### src/rtl/dmem_arbiter.sv
// dmem_arbiter: two-master arbiter for the single-port 16-bit data memory.
// Round-robin between m0 and m1, an exclusive lock for read-modify-write
// sequences guarded by a watchdog, and a pipelined command/read-return path
// sustaining one transfer per cycle.
//
// Ports:
//   clk, rst_n                  clock, asynchronous active-low reset
//   mN_req_i/we_i/lock_i        request, write enable, lock request (N = 0, 1)
//   mN_addr_i/wdata_i           word address and write data
//   mN_gnt_o                    combinational grant (req & gnt = handshake)
//   mN_rvalid_o/rdata_o         registered read return, 3 cycles after grant
//   mem_en_o/we_o/addr_o/wdata_o registered memory command
//   mem_rdata_i                 memory read data, one cycle after a read command
//   lock_err_o                  one-cycle pulse on watchdog forced release
//
// State table:
//   ARB   | round-robin arbitration between both masters
//   LOCK0 | m0 holds the lock, only m0 may be granted
//   LOCK1 | m1 holds the lock, only m1 may be granted
module dmem_arbiter #(
    parameter int unsigned LOCK_MAX = 16
) (
    input  logic        clk,
    input  logic        rst_n,
    input  logic        m0_req_i,
    input  logic        m0_we_i,
    input  logic        m0_lock_i,
    input  logic [15:0] m0_addr_i,
    input  logic [15:0] m0_wdata_i,
    input  logic        m1_req_i,
    input  logic        m1_we_i,
    input  logic        m1_lock_i,
    input  logic [15:0] m1_addr_i,
    input  logic [15:0] m1_wdata_i,
    output logic        m0_gnt_o,
    output logic        m1_gnt_o,
    output logic        m0_rvalid_o,
    output logic [15:0] m0_rdata_o,
    output logic        m1_rvalid_o,
    output logic [15:0] m1_rdata_o,
    output logic        mem_en_o,
    output logic        mem_we_o,
    output logic [15:0] mem_addr_o,
    output logic [15:0] mem_wdata_o,
    input  logic [15:0] mem_rdata_i,
    output logic        lock_err_o
);

    localparam logic [1:0] ST_ARB   = 2'd0;
    localparam logic [1:0] ST_LOCK0 = 2'd1;
    localparam logic [1:0] ST_LOCK1 = 2'd2;

    // Watchdog is a down-counter; loading LOCK_MAX-1 on entry gives exactly
    // LOCK_MAX cycles in the locked state before terminal count.
    localparam logic [7:0] WD_LOAD = 8'(LOCK_MAX - 1);

    logic [1:0]  state_q, state_d;
    logic        last_q, last_d;
    logic [7:0]  wd_q, wd_d;
    logic [1:0]  blk_q, blk_d;
    logic        lock_err_q, lock_err_d;

    logic        gnt0, gnt1, hs, sel;
    logic        sel_we, sel_lock;
    logic [15:0] sel_addr, sel_wdata;
    logic        owner, own_lock;

    logic        mem_en_q, mem_we_q;
    logic [15:0] mem_addr_q, mem_wdata_q;
    logic        rd1_q, tag1_q, rd2_q, tag2_q;
    logic        rv0_q, rv1_q;
    logic [15:0] rdata0_q, rdata1_q;

    always_comb begin
        gnt0 = 1'b0;
        gnt1 = 1'b0;
        case (state_q)
            ST_LOCK0: gnt0 = m0_req_i;
            ST_LOCK1: gnt1 = m1_req_i;
            default: begin
                if (m0_req_i && m1_req_i) begin
                    gnt0 = last_q;
                    gnt1 = ~last_q;
                end else begin
                    gnt0 = m0_req_i;
                    gnt1 = m1_req_i;
                end
            end
        endcase
        if (!rst_n) begin
            gnt0 = 1'b0;
            gnt1 = 1'b0;
        end
    end

    assign hs        = gnt0 | gnt1;
    assign sel       = gnt1;
    assign sel_we    = sel ? m1_we_i    : m0_we_i;
    assign sel_lock  = sel ? m1_lock_i  : m0_lock_i;
    assign sel_addr  = sel ? m1_addr_i  : m0_addr_i;
    assign sel_wdata = sel ? m1_wdata_i : m0_wdata_i;
    assign owner     = (state_q == ST_LOCK1);
    assign own_lock  = owner ? m1_lock_i : m0_lock_i;

    always_comb begin
        state_d    = state_q;
        wd_d       = wd_q;
        last_d     = last_q;
        lock_err_d = 1'b0;
        // A master blocked by a forced release is freed once it drops lock.
        blk_d      = blk_q & {m1_lock_i, m0_lock_i};
        if (hs) begin
            last_d = sel;
        end
        case (state_q)
            ST_ARB: begin
                if (hs && sel_lock && !blk_q[sel]) begin
                    state_d = sel ? ST_LOCK1 : ST_LOCK0;
                    wd_d    = WD_LOAD;
                end
            end
            ST_LOCK0, ST_LOCK1: begin
                if (!own_lock) begin
                    state_d = ST_ARB;
                end else if (wd_q == 8'd0) begin
                    state_d       = ST_ARB;
                    lock_err_d    = 1'b1;
                    blk_d[owner]  = 1'b1;
                    last_d        = owner;
                end else begin
                    wd_d = wd_q - 8'd1;
                end
            end
            default: state_d = ST_ARB;
        endcase
    end

    always_ff @(posedge clk or negedge rst_n) begin
        if (!rst_n) begin
            state_q    <= ST_ARB;
            last_q     <= 1'b1;
            wd_q       <= 8'd0;
            blk_q      <= 2'b00;
            lock_err_q <= 1'b0;
        end else begin
            state_q    <= state_d;
            last_q     <= last_d;
            wd_q       <= wd_d;
            blk_q      <= blk_d;
            lock_err_q <= lock_err_d;
        end
    end

    // Command stage plus a two-deep read tag pipe; the tag reaches the
    // return stage in the cycle mem_rdata_i is valid.
    always_ff @(posedge clk or negedge rst_n) begin
        if (!rst_n) begin
            mem_en_q    <= 1'b0;
            mem_we_q    <= 1'b0;
            mem_addr_q  <= 16'h0000;
            mem_wdata_q <= 16'h0000;
            rd1_q       <= 1'b0;
            tag1_q      <= 1'b0;
            rd2_q       <= 1'b0;
            tag2_q      <= 1'b0;
            rv0_q       <= 1'b0;
            rv1_q       <= 1'b0;
            rdata0_q    <= 16'h0000;
            rdata1_q    <= 16'h0000;
        end else begin
            mem_en_q <= hs;
            if (hs) begin
                mem_we_q    <= sel_we;
                mem_addr_q  <= sel_addr;
                mem_wdata_q <= sel_wdata;
            end
            rd1_q  <= hs & ~sel_we;
            tag1_q <= sel;
            rd2_q  <= rd1_q;
            tag2_q <= tag1_q;
            rv0_q  <= rd2_q & ~tag2_q;
            rv1_q  <= rd2_q & tag2_q;
            if (rd2_q && !tag2_q) begin
                rdata0_q <= mem_rdata_i;
            end
            if (rd2_q && tag2_q) begin
                rdata1_q <= mem_rdata_i;
            end
        end
    end

    assign m0_gnt_o    = gnt0;
    assign m1_gnt_o    = gnt1;
    assign m0_rvalid_o = rv0_q;
    assign m1_rvalid_o = rv1_q;
    assign m0_rdata_o  = rdata0_q;
    assign m1_rdata_o  = rdata1_q;
    assign mem_en_o    = mem_en_q;
    assign mem_we_o    = mem_we_q;
    assign mem_addr_o  = mem_addr_q;
    assign mem_wdata_o = mem_wdata_q;
    assign lock_err_o  = lock_err_q;

endmodule
### config.mk
export PLATFORM = sky130hd
export DESIGN_NAME = dmem_arbiter
export DESIGN_NICKNAME = d
export VERILOG_FILES = /design/src/rtl/dmem_arbiter.sv
export SDC_FILE = /design/constraint.sdc
export NUM_CORES = 1
export LEC_CHECK = 0
export CORE_ASPECT_RATIO = 0.5
export CORE_MARGIN = 4
export CORE_UTILIZATION = 40
export CTS_BUF_LIST = sky130_fd_sc_hd__clkbuf_4 sky130_fd_sc_hd__clkbuf_8
export DETAILED_ROUTE_END_ITERATION = 12
export GPL_TIMING_DRIVEN = 0
export MAX_ROUTING_LAYER = met4
export PLACE_DENSITY = 0.79
export SYNTH_ARGS = -nofsm -noshare
export SYNTH_HDL_FRONTEND = slang
export SYNTH_SLANG_ARGS = --single-unit
### constraint.sdc
create_clock -name clk -period 2.1 [get_ports clk]
set_input_delay 0.21 -clock clk [delete_from_list [all_inputs] [get_ports clk]]
set_output_delay 0.21 -clock clk [all_outputs]
set_load 0.02 [all_outputs]
==> qor.yml <==
cells_and_area:
  nets: 607
  seq_share_pct: 35.0
  logic_gates: 207
  num_antenna_cells: 0
  inverters: 10
  seqCellArea_mm2: 0.00215
  fillers: 672
  comb_share_pct: 25.8
  dominant-cell-class: "sequential cells"
worst_setup_path:
  worst-path-stages: 10
  crit_family: "simple AND/OR/NAND/NOR gates"
  worstPathMaxFanout: 10
  required_ps: 2350
sta:
  setup_viol: 0
  worst_pin_slew_ps: 552
  slew_violations: 0
logic_synthesis:
  syn_inst: 320
  yosysUniqueCellTypes: 42
  netlist_area_mm2: 0.00381
  synth_flops: 86
  synth.avg_cell_area_um2: 11.9
placed_design:
  gp_congestion: 0.790
  port_buffers: 158
  hpwl_um: 7500
clocking:
  clockBufferDepth: 2
  htreeDepth: 3
  cts_tree: "yes"
  cts-buffers-inserted: 9
  clock_tree.root_cell: "clkbuf_8"
floorplanning:
  dieHeight_um: 77.0
  io_pins: 159
  core_area_mm2: 0.00898
global_route:
  grt_overflow: 0
  antenna_found_initial: 0
  grt_busiest_layer: "met2"
  grt_first_pass_wirelength_um: 17000
  grt_pass1_vias: 3298
run:
  cap_violations: 0
power_and_ir_drop:
  combPwrFrac_pct: 55.7
  intPower_mw: 5.87
  p_total_mw: 9.50
drt:
  wl_met2_um: 5530
  route.met3.wl_um: 424
  final_antenna_net_count: 0
  drc: 0
  firstDrtPassIters: 4
outcome:
  status: "finished clean"
[how the worst max path moves through the flow]
stage | end | slack, ps | start
floorplan | wd_q[3] | 140 | state_q[0]
global placement | m1_gnt_o | -3750 | rst_n
detailed placement | m1_gnt_o | -910 | rst_n
CTS | m0_gnt_o | 4 | state_q[0]
global route | wd_q[3] | -50 | state_q[0]
finish | wd_q[3] | 10 | state_q[0]
[timing repair]
item                                   4_1_cts  5_1_grt
resized                                     27       14
endpoints found under the hold margin       30        0
hold buffers                                 5        0
buffers inserted                             6       14
setup endpoints to repair                   41       16
pin swaps                                    1        5
[power groups by stage]
stage | Combinational [mW] | Sequential [mW] | Clock, mW
4_1_cts | 4.97 | 2.87 | 1.37
5_1_grt | 5.67 | 2.99 | 1.44
3_5_place_dp | 4.73 | 2.88 | 0
6_report | 5.30 | 2.87 | 1.33
2_1_floorplan | 1.86 | 3.67 | 0
3_3_place_gp | 4.63 | 2.86 | 0
[per-stage QoR]
| stage | setup WS [ps] | utilization, % | instance area (µm²) | setup TNS (ps) | hold WS, ps |
|---|---|---|---|---|---|
| 6_report | 14.1 | 68.5 | 6150 | 0 | 355 |
| 5_1_grt | -50.0 | 68.5 | 6150 | -118 | 370 |
| 4_1_cts | 3.56 | 66.7 | 5980 | 0 | 356 |
| 3_5_place_dp | -911 | 62.0 | 5570 | -10200 | 186 |
| 3_3_place_gp | -3750 | 61.7 | 5540 | -365730 | 332 |
| 2_1_floorplan | 145 | - | 3810 | 0 | -85.6 |
[synthesized netlist by cell type (2+ instances only)]
library cell  count  area share, %
ha_1              5            1.6
o21ai_0          36            4.7
o211ai_1          2           0.39
dfrtp_1          85             56
nor2b_1           2           0.33
nand3_1           6           0.79
buf_2             6           0.79
clkbuf_1          6           0.59
a21oi_1           2           0.26
or3_1             2           0.33
nand2b_1          3           0.49
mux2_2           33            9.7
buf_6             5            1.5
or2_1             2           0.33
nor3_1            5           0.66
mux2i_1          34            8.9
inv_1            10           0.98
nand2_1          42            4.1
nor3b_1           2           0.39
nand3b_1          2           0.39
nor2_1            8           0.79
a22o_1            2           0.46
[cell families (layout without fill, tap and decap cells)]
| group | Yosys count | after routing | share of synthesized area, % |
|---|---|---|---|
| AND-OR/OR-AND | 53 | 53 | 8.56 |
| buffers and inverters | 27 | 226 | 3.84 |
| AND/OR/NAND/NOR | 82 | 82 | 10.8 |
| adder cells (fa/ha/maj) | 5 | 5 | 1.64 |
| multiplexers | 67 | 67 | 18.7 |
| flip-flops | 86 | 86 | 56.5 |
[cell usage in the layout, fill, tap and decap left out, drive strengths merged, types with 2 or more instances in the layout]
cell           netlist  routed
dfrtp               85      85
nor4                 2       2
nand2               42      42
mux2                33      33
nor3b                2       2
a21oi                2       2
o211ai               2       2
nor2b                3       3
buf                 11      37
clkbuf               6      16
nand3b               2       2
nand2b               3       3
dlygate4sd3          0       2
inv                 10      12
or2                  3       3
nor3                 6       6
ha                   5       5
clkinv               0       2
nor2                 8       8
clkdlybuf4s50        0     155
bufinv               0       2
mux2i               34      34
or3                  2       2
nand3                6       6
o21ai               36      36
a22o                 2       2
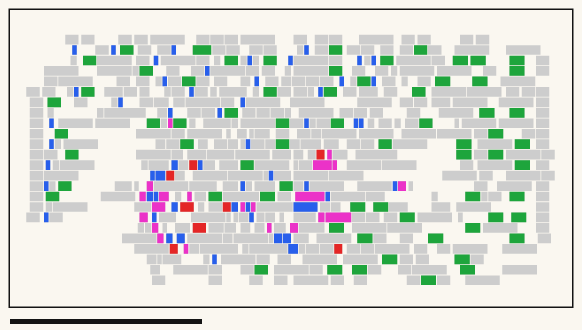
*Gate families picked out*
Bar = 50 µm.
legend:
  magenta:
    family: NOR gates
    cells: 21
  blue:
    family: NAND gates
    cells: 53
  green:
    family: multiplexers
    cells: 67
    where: all over the die
  red:
    family: AND and OR gates
    cells: 8
dominant logic cell type in the layout: clkdlybuf4s50_1
Cell Count, Final, Fillers Out: 636

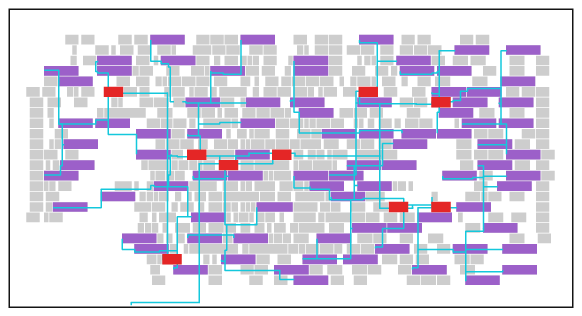
*Clock distribution*
legend:
  cyan:
    item: clock wires
    length: 1080 µm
  red:
    item: clock drivers
    count: 9
  purple:
    item: flip-flops
    count: 86
flops lie: all over the die
Latency at later pin: 360 ps
Clk. pwr: 1.33 mW

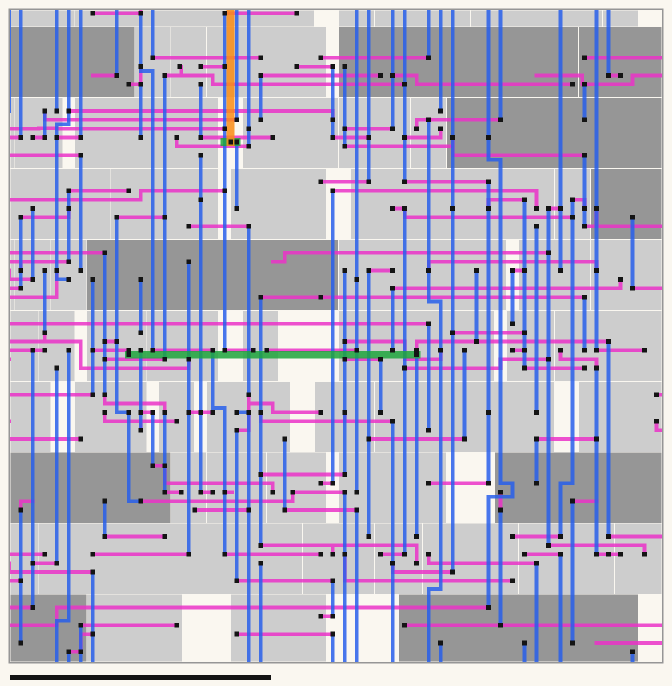
*Layout detail*
Bar = 10 µm. Window x 61 to 86, y 11 to 36 µm. Cells in grey, sequential cells in the stronger grey; small squares are vias.
legend:
  blue:
    layer: metal 2
  green:
    layer: metal 3
  magenta:
    layer: metal 1
  orange:
    layer: metal 4
sequential cells in the window: 7
most frequent: dfrtp_1 (6)
netlist names of flops here include: m0_rdata_o (2), state_q (2)
cells with their middle in the window: 51

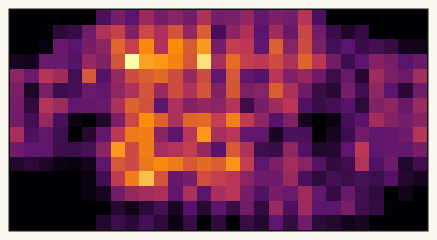
*Wiring heat map*
The die is cut into 29 by 15 equal tiles; black is low, pale yellow is high, scaled to the fullest tile. Values are wire area over tile area, all layers added.
mean over tiles: 0.15
densest ninth of the die: north
emptiest ninth of the die: south-west
nearly empty tiles: 14%
tiles over half the peak: 17%
fullest tile: 0.51
via count: 3136
drt wl/cell: 16.8 µm
gr usage total: 19.5%
Total Wirelength: 10700 µm

Power figures rest on the tool's default switching activity, not on a simulated workload.
